**Wire density map**

Drawn at 3 px/um. 21 x 21 tiles, from dark blue (low) to red (high), scaled to the fullest tile. Values are wire area over tile area, all layers added.
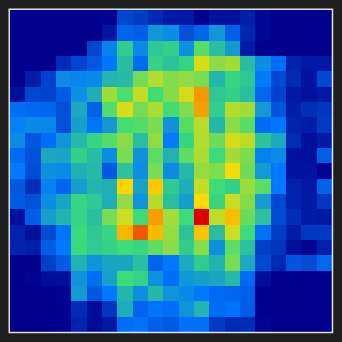
**Signal wires on met3**

Drawn at 4 px/um.
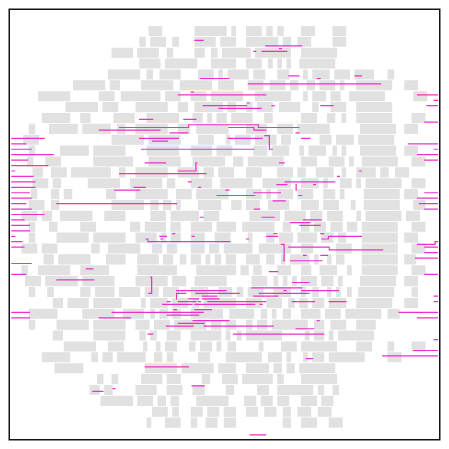
**Routing congestion map**

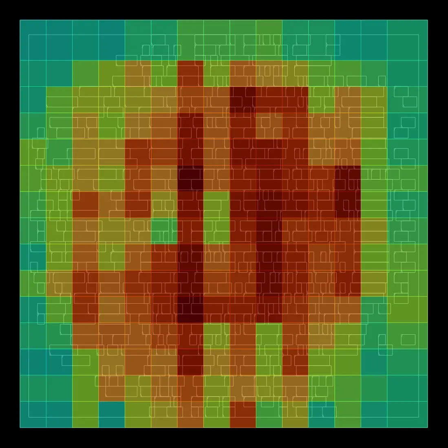
**M2 wires**

Drawn at 4 px/um.
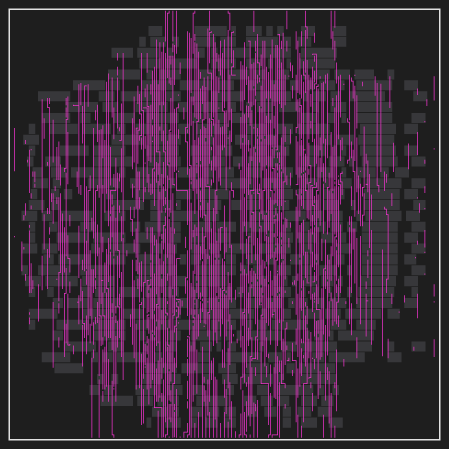
## config.mk

```make
export PLATFORM = sky130hd
export DESIGN_NAME = przesuniecie_unit
export DESIGN_NICKNAME = d
export VERILOG_FILES = /design/src/rtl/przesuniecie_pkg.sv /design/src/rtl/przesuniecie_barrel.sv /design/src/rtl/przesuniecie_unit.sv
export SDC_FILE = /design/constraint.sdc
export NUM_CORES = 1
export LEC_CHECK = 0
export CAP_MARGIN = 20
export CELL_PAD_IN_SITES_DETAIL_PLACEMENT = 1
export CELL_PAD_IN_SITES_GLOBAL_PLACEMENT = 1
export CORE_MARGIN = 2
export CORE_UTILIZATION = 30
export DETAILED_ROUTE_END_ITERATION = 8
export GPL_TIMING_DRIVEN = 0
export PLACE_DENSITY = 0.8
export SLEW_MARGIN = 25
export SYNTH_ARGS = -nofsm -noshare
export SYNTH_HDL_FRONTEND = slang
export SYNTH_SLANG_ARGS = --single-unit
```

## constraint.sdc

```tcl
create_clock -name i_clk -period 1.25 [get_ports i_clk]
set_clock_uncertainty 0.1 [all_clocks]
set_input_delay 0.1875 -clock i_clk [delete_from_list [all_inputs] [get_ports i_clk]]
set_output_delay 0.1875 -clock i_clk [all_outputs]
set_load 0.02 [all_outputs]
```

## src/rtl/przesuniecie_pkg.sv

```systemverilog
// Shared definitions for the arithmetic left-shift unit: default width and shift-code decode.
package przesuniecie_pkg;

  localparam int unsigned DEF_BITS = 32;
  localparam int unsigned SHW      = $clog2(DEF_BITS) + 1;

  typedef struct packed {
    logic           err;  // N negative
    logic           gt;   // N > BITS
    logic           eq;   // N == BITS
    logic [SHW-1:0] n;    // N, meaningful only when 0 <= N <= BITS
  } shift_dec_t;

  // Shift code is the complement of N; the caller zero-extends its operand to 64 bits.
  function automatic shift_dec_t decode_shift(input logic [63:0] b, input int unsigned bits);
    shift_dec_t  d;
    logic [63:0] mask;
    logic [63:0] n_val;
    mask  = {64{1'b1}} >> (64 - bits);
    n_val = ~b & mask;
    d.err = ~b[bits-1];
    d.gt  = ~d.err && (n_val > 64'(bits));
    d.eq  = ~d.err && (n_val == 64'(bits));
    d.n   = n_val[SHW-1:0];
    return d;
  endfunction

endpackage

```

## src/rtl/przesuniecie_barrel.sv

```systemverilog
// Combinational log2(BITS)-stage left barrel shifter with lost-significant-bit detection.
// No latency, no flow control; an MSB set in n_i flushes the operand completely.
module przesuniecie_barrel
  import przesuniecie_pkg::*;
#(
  parameter int unsigned BITS = DEF_BITS
) (
  input  logic [BITS-1:0] a_i,
  input  logic [SHW-1:0]  n_i,
  output logic [BITS-1:0] shifted_o,
  output logic            lost_o
);

  logic [BITS-1:0] v;
  logic            lost;

  // Each stage loses bits iff its shift cannot be undone by an arithmetic right shift.
  always_comb begin
    v    = a_i;
    lost = 1'b0;
    for (int k = 0; k < int'(SHW) - 1; k++) begin
      if (n_i[k]) begin
        if (($signed(v << (1 << k)) >>> (1 << k)) != $signed(v)) lost = 1'b1;
        v = v << (1 << k);
      end
    end
    if (n_i[SHW-1]) begin
      v    = '0;
      lost = |a_i;
    end
  end

  assign shifted_o = v;
  assign lost_o    = lost;

endmodule

```

## src/rtl/przesuniecie_unit.sv

```systemverilog
// Registered arithmetic left shift A <<< ~B with error and overflow flags.
// Latency 1 cycle, sampled every clock, no handshake or backpressure.
module przesuniecie_unit
  import przesuniecie_pkg::*;
#(
  parameter int unsigned BITS = DEF_BITS
) (
  input  logic            i_clk,
  input  logic            i_rst_n,
  input  logic [BITS-1:0] i_arg_A,
  input  logic [BITS-1:0] i_arg_B,
  output logic [BITS-1:0] o_result,
  output logic            o_error,
  output logic            o_overflow
);

  shift_dec_t      dec;
  logic [BITS-1:0] shifted;
  logic            lost;
  logic [BITS-1:0] result_d, result_q;
  logic            error_d, error_q;
  logic            overflow_d, overflow_q;

  assign dec = decode_shift(64'(i_arg_B), BITS);

  przesuniecie_barrel #(.BITS(BITS)) u_barrel (
    .a_i       (i_arg_A),
    .n_i       (dec.n),
    .shifted_o (shifted),
    .lost_o    (lost)
  );

  always_comb begin
    result_d   = '0;
    error_d    = 1'b0;
    overflow_d = 1'b0;
    if (dec.err) begin
      error_d = 1'b1;
    end else if (dec.gt) begin
      overflow_d = 1'b1;
    end else if (dec.eq) begin
      // Full-width shift: everything is lost unless A was already zero.
      overflow_d = |i_arg_A;
    end else begin
      result_d   = shifted;
      overflow_d = lost;
    end
  end

  always_ff @(posedge i_clk or negedge i_rst_n) begin
    if (!i_rst_n) begin
      result_q   <= '0;
      error_q    <= 1'b0;
      overflow_q <= 1'b0;
    end else begin
      result_q   <= result_d;
      error_q    <= error_d;
      overflow_q <= overflow_d;
    end
  end

  assign o_result   = result_q;
  assign o_error    = error_q;
  assign o_overflow = overflow_q;

endmodule

```

==> qor.yml <==
first_pass_iters: 4
antenna_cells: 0
required_ps: 1310
crit_path_top_delay_cell: "or4_1"
cts.sinks: 34
violations: "negative setup slack"
setup_violations: 34
route.met2.wl_um: 8340
ant_nets: 0
p_clk_frac: 0.195
cp.arrival_ps: 2450
irDropWorstVdd_v: 0.000364
wire_per_inst_um: 26.4
grt_max_degree: 35
postLayoutCoreUtil: 0.566
setup_ws_ps: -1140
maxCapViolations: 0
p_leak_nw: 2.50
ctsHoldBuffers: 1
root_buffer: "clkbuf_8"
clock_path_buffers: 2
crit_start: "i_arg_B[0]"
status: "finished with violations"
dr_wl_met3_um: 960
Notes on 'wire density map' above:
17% of the tiles are nearly empty. 18% of the tiles are over half the peak. The fullest tile reaches 0.83.

Notes on 'signal wires on met3' above:
The wires run mostly horizontal. The layer carries 960 um of wire.

Notes on 'routing congestion map' above:
met2 usage: 0.436
met1 Use GR: 0.283
GR peak layer: met2
Total GRT Usage: 0.247
M3 GR Usage: 0.0316

Notes on 'M2 wires' above:
The longest straight run is 46.2 um. The wires run mostly vertical.

==> cell type report <==
type	count	area, um^2	area share
Tap cell	136	170	0.0291
Clock buffer	7	86.3	0.0148
Buffer	20	299	0.0512
Timing Repair Buffer	165	1600	0.273
Clock inverter	1	5.00	0.000857
Sequential cell	34	851	0.146
Multi-Input combinational cell	239	2790	0.478
Inverter	8	43.8	0.00749
==> cell usage after synthesis <==
library cell / instances / share of area
a211oi_1: 4 / 0.0094
a21o_1: 1 / 0.0023
a21oi_1: 9 / 0.014
a221oi_1: 1 / 0.0027
a22o_1: 1 / 0.0027
a22oi_1: 6 / 0.014
a31oi_1: 2 / 0.0039
a32o_1: 1 / 0.0031
a32oi_1: 1 / 0.0027
and2_1: 5 / 0.0098
and3_1: 2 / 0.0039
and4_1: 1 / 0.0027
buf_1: 1 / 0.0012
buf_2: 9 / 0.014
buf_4: 1 / 0.0023
buf_6: 3 / 0.011
clkbuf_1: 6 / 0.0070
clkinv_1: 1 / 0.0012
dfrtp_1: 34 / 0.27
ha_1: 1 / 0.0039
inv_1: 6 / 0.0070
inv_2: 1 / 0.0012
mux2_2: 26 / 0.092
mux2i_1: 28 / 0.088
mux4_2: 37 / 0.26
nand2_1: 24 / 0.028
nand3_1: 5 / 0.0078
nand4_1: 13 / 0.025
nor2_1: 40 / 0.047
nor2b_1: 3 / 0.0059
nor3_1: 2 / 0.0031
nor4_1: 11 / 0.022
nor4b_1: 1 / 0.0027
o21a_1: 1 / 0.0023
o21ai_0: 3 / 0.0047
o221a_2: 1 / 0.0035
o22a_1: 2 / 0.0055
o31ai_1: 1 / 0.0023
o41ai_1: 1 / 0.0027
or3_1: 2 / 0.0039
or4_1: 3 / 0.0070
==> state kept, by name, summed over array words and instances, names as in the netlist <==
register / count
o_result: 32
o_overflow: 1
o_error: 1
